==> run_1/density.png <==
Bar = 50 um. The die is cut into 19 by 19 equal tiles; dark purple is low, yellow is high, 0 to 100% covered.
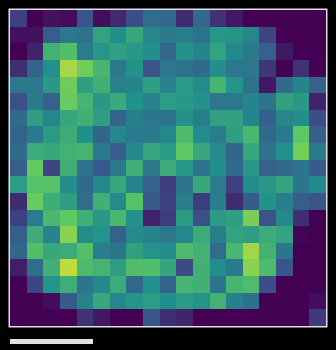
==> run_1/registers.png <==
Bar = 50 um. Other sequential cells in the stronger grey, the rest of the logic in the fainter grey.
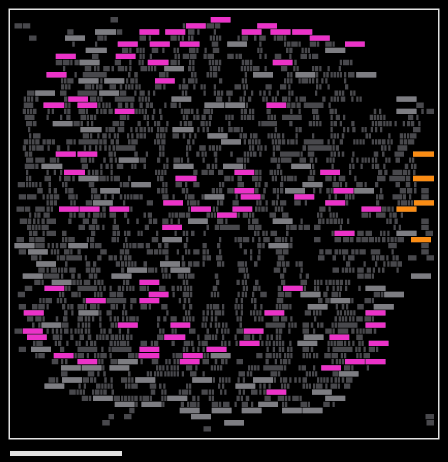
==> run_1/metal_stack.png <==
Two of the layers only.
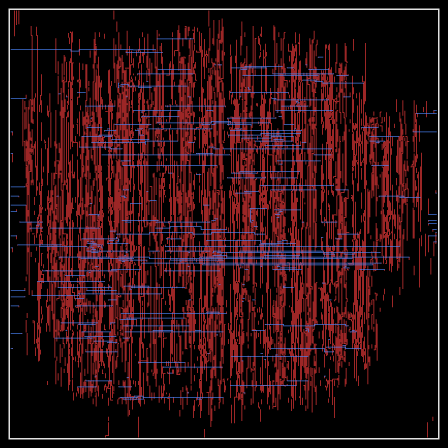
### src/rtl/snake_body_if.sv
// Handshake/bus bundle between the game logic, the renderer and snake_body.
// master drives tick/direction/grow/queries; slave (snake_body) returns state.
interface snake_body_if #(
  parameter int XW = 5,
  parameter int YW = 5,
  parameter int LW = 5
);
  logic          tick;
  logic [1:0]    direction;
  logic          grow;
  logic [XW-1:0] head_x;
  logic [YW-1:0] head_y;
  logic [LW-1:0] length;
  logic          game_over;
  logic          moved;
  logic [XW-1:0] query_x;
  logic [YW-1:0] query_y;
  logic          query_hit;
  logic          query_head;

  modport master (
    output tick, direction, grow, query_x, query_y,
    input  head_x, head_y, length, game_over, moved, query_hit, query_head
  );

  modport slave (
    input  tick, direction, grow, query_x, query_y,
    output head_x, head_y, length, game_over, moved, query_hit, query_head
  );
endinterface

### src/rtl/snake_body.sv
// Snake segment store: moves the head on each tick, shifts the body, grows on
// request, flags wall/self collisions and answers registered cell queries.
module snake_body #(
  parameter int GRID_W   = 32,
  parameter int GRID_H   = 24,
  parameter int XW       = 5,
  parameter int YW       = 5,
  parameter int MAX_LEN  = 16,
  parameter int LW       = 5,
  parameter int INIT_LEN = 3
) (
  input  logic         clk,
  input  logic         reset,
  snake_body_if.slave  bus
);

  typedef enum logic [1:0] {
    UP    = 2'b00,
    DOWN  = 2'b01,
    LEFT  = 2'b10,
    RIGHT = 2'b11
  } dir_t;

  logic [XW-1:0] seg_x [MAX_LEN];
  logic [YW-1:0] seg_y [MAX_LEN];
  logic [LW-1:0] len;
  logic          game_over_r;
  logic          moved_r;
  logic          grow_pend;
  logic          qhit_r;
  logic          qhead_r;

  dir_t          dir;
  logic [XW:0]   nxw;
  logic [YW:0]   nyw;
  logic [XW-1:0] nx;
  logic [YW-1:0] ny;
  logic [LW-1:0] tail_idx;
  logic          wall;
  logic          self_hit;
  logic          growing;
  logic          full;
  logic          qhit_c;

  always_comb begin
    dir = dir_t'(bus.direction);
    nxw = {1'b0, seg_x[0]};
    nyw = {1'b0, seg_y[0]};
    // One extra bit: decrement from 0 wraps to the top of the widened range,
    // so a single unsigned bound check catches both edges.
    unique case (dir)
      UP:    nyw = {1'b0, seg_y[0]} - (YW+1)'(1);
      DOWN:  nyw = {1'b0, seg_y[0]} + (YW+1)'(1);
      LEFT:  nxw = {1'b0, seg_x[0]} - (XW+1)'(1);
      RIGHT: nxw = {1'b0, seg_x[0]} + (XW+1)'(1);
    endcase
    wall     = (nxw >= (XW+1)'(GRID_W)) || (nyw >= (YW+1)'(GRID_H));
    nx       = nxw[XW-1:0];
    ny       = nyw[YW-1:0];
    full     = (len == LW'(MAX_LEN));
    growing  = (grow_pend | bus.grow) & ~full;
    tail_idx = len - LW'(1);
    self_hit = 1'b0;
    qhit_c   = 1'b0;
    for (int unsigned j = 0; j < MAX_LEN; j++) begin
      // The tail only blocks the move when it will not vacate this tick.
      if (((LW'(j) < tail_idx) || (growing && (LW'(j) == tail_idx))) &&
          (seg_x[j] == nx) && (seg_y[j] == ny))
        self_hit = 1'b1;
      if ((LW'(j) < len) && (seg_x[j] == bus.query_x) && (seg_y[j] == bus.query_y))
        qhit_c = 1'b1;
    end
  end

  always_ff @(posedge clk or posedge reset) begin
    if (reset) begin
      for (int unsigned i = 0; i < MAX_LEN; i++) begin
        seg_x[i] <= (i < INIT_LEN) ? XW'(GRID_W / 2) : '0;
        seg_y[i] <= (i < INIT_LEN) ? YW'(GRID_H / 2 + i) : '0;
      end
      len         <= LW'(INIT_LEN);
      game_over_r <= 1'b0;
      moved_r     <= 1'b0;
      grow_pend   <= 1'b0;
      qhit_r      <= 1'b0;
      qhead_r     <= 1'b0;
    end else begin
      moved_r <= 1'b0;
      qhit_r  <= qhit_c;
      qhead_r <= (seg_x[0] == bus.query_x) && (seg_y[0] == bus.query_y);
      if (bus.tick && !game_over_r) begin
        if (wall || self_hit) begin
          game_over_r <= 1'b1;
          grow_pend   <= (grow_pend | bus.grow) & ~full;
        end else begin
          for (int unsigned i = 1; i < MAX_LEN; i++) begin
            seg_x[i] <= seg_x[i-1];
            seg_y[i] <= seg_y[i-1];
          end
          seg_x[0]  <= nx;
          seg_y[0]  <= ny;
          if (growing)
            len <= len + LW'(1);
          moved_r   <= 1'b1;
          grow_pend <= 1'b0;
        end
      end else if (bus.grow) begin
        grow_pend <= ~full;
      end
    end
  end

  assign bus.head_x     = seg_x[0];
  assign bus.head_y     = seg_y[0];
  assign bus.length     = len;
  assign bus.game_over  = game_over_r;
  assign bus.moved      = moved_r;
  assign bus.query_hit  = qhit_r;
  assign bus.query_head = qhead_r;

endmodule

### src/flat_wrapper.sv
// flat-port wrapper written by rule: the top's interface ports become plain ports
module snake_body_flat 
#(
  parameter int GRID_W   = 32,
  parameter int GRID_H   = 24,
  parameter int XW       = 5,
  parameter int YW       = 5,
  parameter int MAX_LEN  = 16,
  parameter int LW       = 5,
  parameter int INIT_LEN = 3
)
  (clk, reset, bus_tick, bus_direction, bus_grow, bus_query_x, bus_query_y, bus_head_x, bus_head_y, bus_length, bus_game_over, bus_moved, bus_query_hit, bus_query_head);
  snake_body_if #(.XW(XW), .YW(YW), .LW(LW)) bus_i ();
  input  logic clk;
  input  logic reset;
  input wire logic [$bits(bus_i.tick)-1:0] bus_tick;
  input wire logic [$bits(bus_i.direction)-1:0] bus_direction;
  input wire logic [$bits(bus_i.grow)-1:0] bus_grow;
  input wire logic [$bits(bus_i.query_x)-1:0] bus_query_x;
  input wire logic [$bits(bus_i.query_y)-1:0] bus_query_y;
  output wire logic [$bits(bus_i.head_x)-1:0] bus_head_x;
  output wire logic [$bits(bus_i.head_y)-1:0] bus_head_y;
  output wire logic [$bits(bus_i.length)-1:0] bus_length;
  output wire logic [$bits(bus_i.game_over)-1:0] bus_game_over;
  output wire logic [$bits(bus_i.moved)-1:0] bus_moved;
  output wire logic [$bits(bus_i.query_hit)-1:0] bus_query_hit;
  output wire logic [$bits(bus_i.query_head)-1:0] bus_query_head;
  assign bus_i.tick = bus_tick;
  assign bus_i.direction = bus_direction;
  assign bus_i.grow = bus_grow;
  assign bus_i.query_x = bus_query_x;
  assign bus_i.query_y = bus_query_y;
  assign bus_head_x = bus_i.head_x;
  assign bus_head_y = bus_i.head_y;
  assign bus_length = bus_i.length;
  assign bus_game_over = bus_i.game_over;
  assign bus_moved = bus_i.moved;
  assign bus_query_hit = bus_i.query_hit;
  assign bus_query_head = bus_i.query_head;
  snake_body #(.GRID_W(GRID_W), .GRID_H(GRID_H), .XW(XW), .YW(YW), .MAX_LEN(MAX_LEN), .LW(LW), .INIT_LEN(INIT_LEN)) u_core (.clk(clk), .reset(reset), .bus(bus_i));
endmodule
### config.mk
export PLATFORM = sky130hd
export DESIGN_NAME = snake_body_flat
export DESIGN_NICKNAME = d
export VERILOG_FILES = /design/src/rtl/snake_body_if.sv /design/src/rtl/snake_body.sv /design/src/flat_wrapper.sv
export SDC_FILE = /design/constraint.sdc
export NUM_CORES = 1
export LEC_CHECK = 0
export ABC_AREA = 1
export CAP_MARGIN = 15
export CORE_MARGIN = 1.5
export CORE_UTILIZATION = 40
export CTS_CLUSTER_DIAMETER = 120
export DETAILED_ROUTE_END_ITERATION = 8
export SLEW_MARGIN = 10
export SYNTH_ARGS = -nofsm -noshare
export SYNTH_HDL_FRONTEND = slang
export SYNTH_SLANG_ARGS = --single-unit
### constraint.sdc
create_clock -name clk -period 16.9 [get_ports clk]
set_input_delay 3.38 -clock clk [delete_from_list [all_inputs] [get_ports clk]]
set_output_delay 3.38 -clock clk [all_outputs]
set_load 0.1 [all_outputs]
==> flow_summary_export.csv, run 1 <==
group,metric,value,unit
status,run_status,"completed",
detailed_routing,drt-vias-per-instance,5.41,
final_timing,finalClockSkew,0.0125,ns
logic_synthesis,synthXorXnorAreaFrac,6.15,%
cells_and_area,bufAreaShareNonClock,3.08,%
cells_and_area,area.share.combinational,54.2,%
cells_and_area,largestRegisters,"u_core.seg_x: 75 flops, u_core.seg_y: 75 flops",
floorplanning,die_width,191,um
logic_synthesis,synth-async-reset-ratio,100,%
worst_setup_path,setup.worst_path.class,"input pin to flip-flop",
cells_and_area,layout.cells.largest_class,"logic gates",
cells_and_area,antenna_cells,0,
final_timing,worst_pin_slew,1.05,ns
place,place.gp.congestion,0.982,
pwr,share_of_total_power_in_combinational_logic,58.0,%
worst_setup_path,worstSetupEndpointType,"flip-flop",
cells_and_area,final.clkbuf_count,19,
logic_synthesis,yosysSeqAreaShare,30.3,%
pwr,dominant_power_group,"combinational logic",
cts,tritoncts_clock_tree,"done",
min_path,hold-path-cell-count,2,
pwr,power.share.switching,55.6,%
pwr,cellLeakagePower,7.59,nW
final_timing,fin_crit_sh,54.7,%
cells_and_area,nFillCells,3621,
logic_synthesis,synth.top_cells.by_count,"nand2_1 (804), inv_1 (241), nand3_1 (174), dfrtp_1 (157), o21ai_2 (150)",
cts,cts_root_buf,"clkbuf_16",
detailed_routing,maxUsedRoutingLayer,"met4",
floorplanning,full_die_area,36400,um2
detailed_routing,metal2_wl,24100,um
detailed_routing,route.antenna.remaining_nets,0,
worst_setup_path,critical_path.reg2reg.endpoint,"u_core.seg_x[31]",
detailed_routing,detail_route.drc_violations,0,
place,post-place-ws,7.30,ns
global_routing,grt_pass1_vias,12900,
cts,postCtsResizedCells,0,
run,drv_cap,0,
global_routing,groute.usage.overall,29.5,%
place,dp_hpwl,39400,um
final_timing,period_needed,9.25,ns
detailed_routing,detailed_route_wire_length,52500,um
cts,cts.reportedPaths.clkPinSlew,0.07,ns
logic_synthesis,post_synth.cell_area_avg,6.71,um2
global_routing,global_route.usage.met1,38.9,%
logic_synthesis,synthDominantAreaCellType,"dfrtp_1",
cells_and_area,post_layout_nonfiller_instances,2535,
final_timing,fmax,0.108,GHz
logic_synthesis,post_synth_mux_area_share,0,%
About density.png:
mean over tiles: 40%
densest ninth of the die: west
nearly empty tiles: 12%
emptiest ninth of the die: north-east
tiles over 75% full: 3.3%
fullest tile: 90%
floorplan utilization: 40.7%
final core utilization: 43.2%
placeable core region: 34,600 um2

About registers.png:
| colour | signal | flops | where |
|---|---|---|---|
| orange | `u_core.bus.length` | 5 | east |
| magenta | `u_core.seg_y` | 75 | all over the die |
Seq/total area: 28.5%
register area: 4270 um2
power dissipated in sequential cells: 0.891 mW

About metal_stack.png:
| colour | layer | wire length |
|---|---|---|
| blue | met3 | 3,440 um |
| red | met2 | 24.1 mm |

run 1: how the worst max path moves through the flow:
stage / from / end / slack [ns] / depth (start not counted)
6_report: bus_direction[1] / u_core.seg_x[31] / 7.65 / 27
3_3_place_gp: bus_direction[1] / u_core.seg_y[61] / 7.31 / 27
2_1_floorplan: reset / u_core.bus.game_over / 8.94 / 1
3_5_place_dp: bus_direction[1] / u_core.seg_x[31] / 7.30 / 27
4_1_cts: bus_direction[1] / u_core.seg_x[31] / 7.77 / 27
5_1_grt: bus_direction[1] / u_core.seg_y[30] / 7.19 / 27
==> run_1/final_clocks.png <==
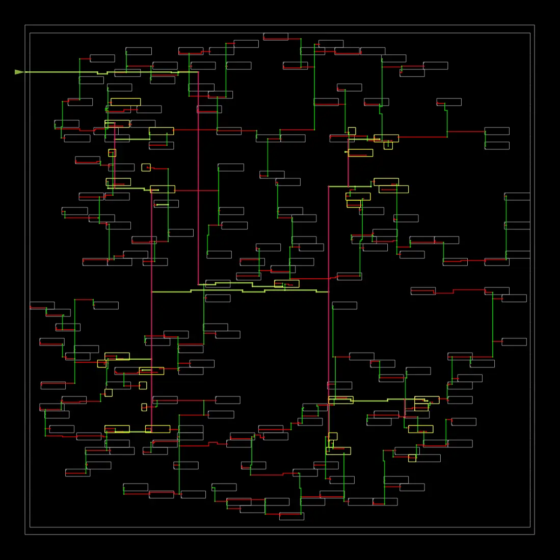

## Run 2: what changed since run 1
Clock period 16.9 ns to 9.16 ns, I/O delays scaled along.
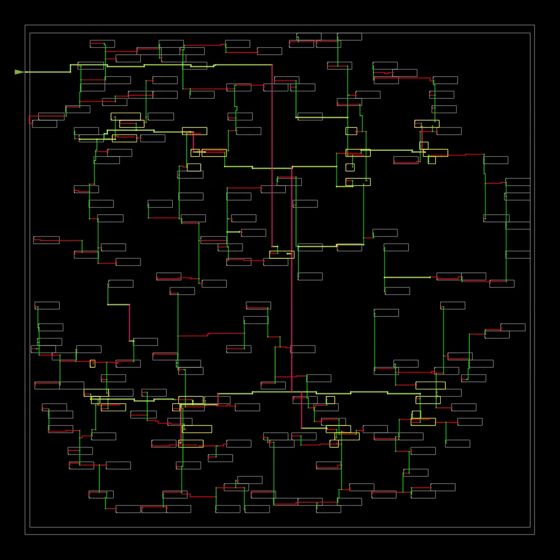
(run_2/final_clocks.png)
Num Clock Sinks: 170
clock buf count: 18

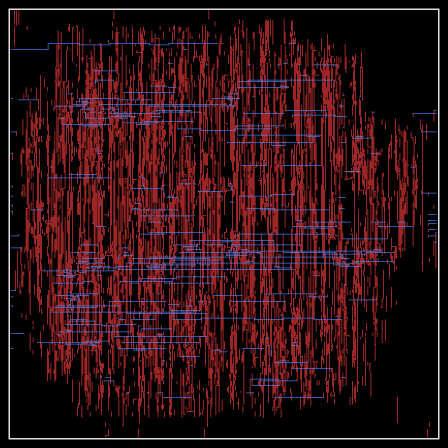
(run_2/metal_stack.png)
Two of the layers only.
| colour | layer | wire length |
|---|---|---|
| blue | met3 | 3,160 um |
| red | met2 | 24.2 mm |

==> run 2 against run 1 <==
Clock skew increased by 0.0058 ns. Critical path depth decreased by 4. Clock power increased by 94%. Utilization increased by 0.13 points. Largest power group unchanged. Register-to-register slack got worse by 6.7 ns. Non-clock buffer count decreased by 1. Die area unchanged.
==> flow_summary_export.csv, run 2 <==
group,metric,value,unit
cts,cts_root_buf,"clkbuf_16",
global_routing,groute.usage.overall,30.1,%
cells_and_area,nFillCells,3651,
worst_setup_path,critical_path_cell_count,23,
cells_and_area,finalCoreUtilization,43.3,%
cts,cts.reportedPaths.clkPinSlew,0.07,ns
detailed_routing,route.antenna.remaining_nets,0,
final_timing,finalClockSkew,0.0184,ns
floorplanning,die_width,191,um
logic_synthesis,synth.top_cells.by_count,"nand2_1 (804), inv_1 (241), nand3_1 (174), dfrtp_1 (157), o21ai_2 (150)",
pwr,cellLeakagePower,7.62,nW
cells_and_area,largestRegisters,"u_core.seg_x: 75 flops, u_core.seg_y: 75 flops",
worst_setup_path,critical_path.reg2reg.endpoint,"u_core.seg_x[7]",
global_routing,grt_pass1_vias,13000,
run,drv_cap,0,
detailed_routing,detail_route.drc_violations,0,
cells_and_area,antenna_cells,0,
status,run_status,"completed",
detailed_routing,drt-vias-per-instance,5.43,
worst_setup_path,worstSetupEndpointType,"flip-flop",
cells_and_area,seq-cell-share,28.5,%
cells_and_area,bufAreaShareNonClock,3.19,%
floorplanning,full_die_area,36400,um2
logic_synthesis,post_synth_mux_area_share,0,%
worst_setup_path,critPathLaunch,"bus_direction[1]",
logic_synthesis,ys.warnings.count,0,
final_timing,period_needed,6.88,ns
pwr,power.share.switching,55.6,%
floorplanning,initial_utilization,40.7,%
cells_and_area,area.share.combinational,54.0,%
worst_setup_path,setup.worst_path.class,"input pin to flip-flop",
place,dp_hpwl,39700,um
cells_and_area,post_layout_nonfiller_instances,2534,
floorplanning,design.core.area,34600,um2
final_timing,fin_crit_sh,75.2,%
worst_setup_path,worstSetupEndpoint,"u_core.seg_x[7]",
logic_synthesis,synth-async-reset-ratio,100,%
min_path,hold-path-cell-count,2,
logic_synthesis,yosysSeqAreaShare,30.3,%
pwr,share_of_total_power_in_combinational_logic,58.0,%
cells_and_area,layout.area.seq,4270,um2
place,post-place-ws,1.98,ns
cts,clock_tree.htree_level_count,4,
logic_synthesis,synthXorXnorAreaFrac,6.15,%
cts,tritoncts_clock_tree,"done",
## run 2: cell types whose count changed in the layout (fill, tap and decap cells not counted), sizes merged
cell / previous run / this run
buf: 16 / 15
inv: 256 / 260
clkinvlp: 5 / 2
bufinv: 2 / 3
clkinv: 4 / 3
clkbuf: 19 / 18
## run 2: power by group through the flow
stage | clock network, mW | registers, mW | logic (mW)
floorplan | 0 | 1.46 | 2.51
global placement | 0 | 1.62 | 3.27
detailed placement | 0 | 1.62 | 3.31
CTS | 0.819 | 1.61 | 3.33
global route | 0.848 | 1.67 | 3.72
finish | 0.813 | 1.63 | 3.37
## run 2: metal layers
layer  track usage [%]  up-vias  wire (um)
met1              39.5     6529      23000
met2              47.5      541      24200
met3              4.25      132       3160
met5                 0        -          0
li1                  -     6557          -
met4              16.5        0       3090
==> run_2/density.png <==
Bar = 50 um. The die is cut into 19 by 19 equal tiles; dark purple is low, yellow is high, 0 to 100% covered.
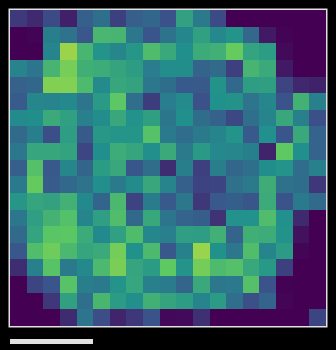

## Run 3: what changed since run 2
Clock period 9.16 ns to 6.55 ns, I/O delays scaled along.
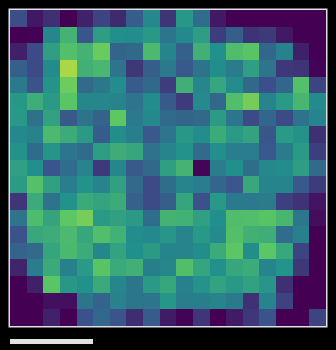
(run_3/density.png)
Bar = 50 um. The die is cut into 19 by 19 equal tiles; dark purple is low, yellow is high, 0 to 100% covered.
emptiest ninth of the die: north-east
densest ninth of the die: west
nearly empty tiles: 8.6%
tiles over 75% full: 1.4%
fullest tile: 87%
mean over tiles: 40%

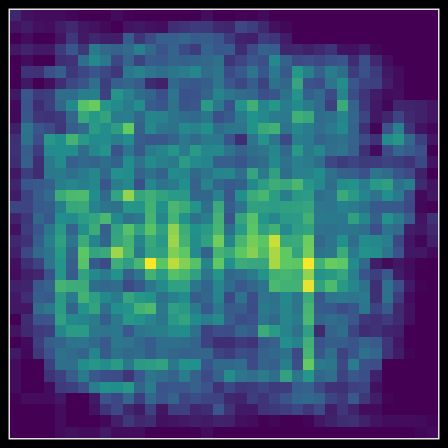
(run_3/wire_density.png)
The die is cut into 38 by 38 equal tiles; dark purple is low, yellow is high, scaled to the fullest tile. Values are wire area over tile area, all layers added.
fullest tile: 0.80
densest ninth of the die: centre
nearly empty tiles: 13%
tiles over half the peak: 16%
mean over tiles: 0.23

==> run 3 against run 2 <==
Register-to-register slack got worse by 2.1 ns. Power rose by 38%. Hold slack improved by 0.011 ns. Non-clock buffer count rose by 6.
==> flow_summary_export.csv, run 3 <==
group,metric,value,unit
status,run_status,"completed",
final_timing,fin_crit_sh,90.6,%
place,place.gp.congestion,0.983,
pwr,dominant_power_group,"combinational logic",
worst_setup_path,critical_path.reg2reg.endpoint,"u_core.seg_x[21]",
floorplanning,full_die_area,36400,um2
global_routing,groute.usage.overall,29.5,%
global_routing,gr-usage-met3,3.04,%
final_timing,worst_pin_slew,1.12,ns
worst_setup_path,worstSetupEndpoint,"u_core.seg_x[21]",
cells_and_area,post_layout_nonfiller_instances,2540,
final_timing,fmax,0.169,GHz
pwr,pg_comb,4.64,mW
logic_synthesis,synth-async-reset-ratio,100,%
place,dp_hpwl,40000,um
detailed_routing,detailed_route_wire_length,52200,um
final_timing,period_needed,5.93,ns
pwr,cellLeakagePower,7.64,nW
detailed_routing,met1_routed_length,22800,um
cts,cts.reportedPaths.clkPinSlew,0.07,ns
detailed_routing,detail_route.drc_violations,0,
cells_and_area,finalCoreUtilization,43.4,%
logic_synthesis,post_synth.cell_area_avg,6.71,um2
logic_synthesis,yosysSeqAreaShare,30.3,%
detailed_routing,maxUsedRoutingLayer,"met4",
cts,clock_sink_count,170,
logic_synthesis,ys.warnings.count,0,
pwr,powerClk,1.07,mW
cells_and_area,nFillCells,3645,
cells_and_area,final.clkbuf_count,19,
cells_and_area,largestRegisters,"u_core.seg_x: 75 flops, u_core.seg_y: 75 flops",
global_routing,globalRouteMet2Util,46.5,%
floorplanning,design.core.area,34600,um2
cells_and_area,bufAreaShareNonClock,3.64,%
worst_setup_path,critical_path_cell_count,24,
detailed_routing,route.antenna.remaining_nets,0,
global_routing,global_route.usage.met1,39.7,%
## run 3: netlist changes by cell type in the layout (fill, tap and decap cells not counted)
cell | before | now
clkinvlp_4 | 2 | 3
clkbuf_1 | 0 | 1
bufinv_16 | 3 | 2
buf_12 | 2 | 4
inv_8 | 2 | 1
inv_6 | 6 | 4
clkinv_2 | 2 | 4
buf_4 | 13 | 17
## run 3: cells by family (layout without fill, tap and decap cells)
kind of cell / count (synthesis) / after routing / share of synthesized area (%)
buffers and inverters: 357 / 341 / 12.2
flip-flops: 170 / 170 / 30.3
AND/OR/NAND/NOR: 1218 / 1218 / 36.1
XOR/XNOR: 99 / 99 / 6.15
adder cells (fa/ha/maj): 18 / 18 / 1.71
AND-OR/OR-AND: 239 / 239 / 13.5
Power and IR drop assume default switching activity.
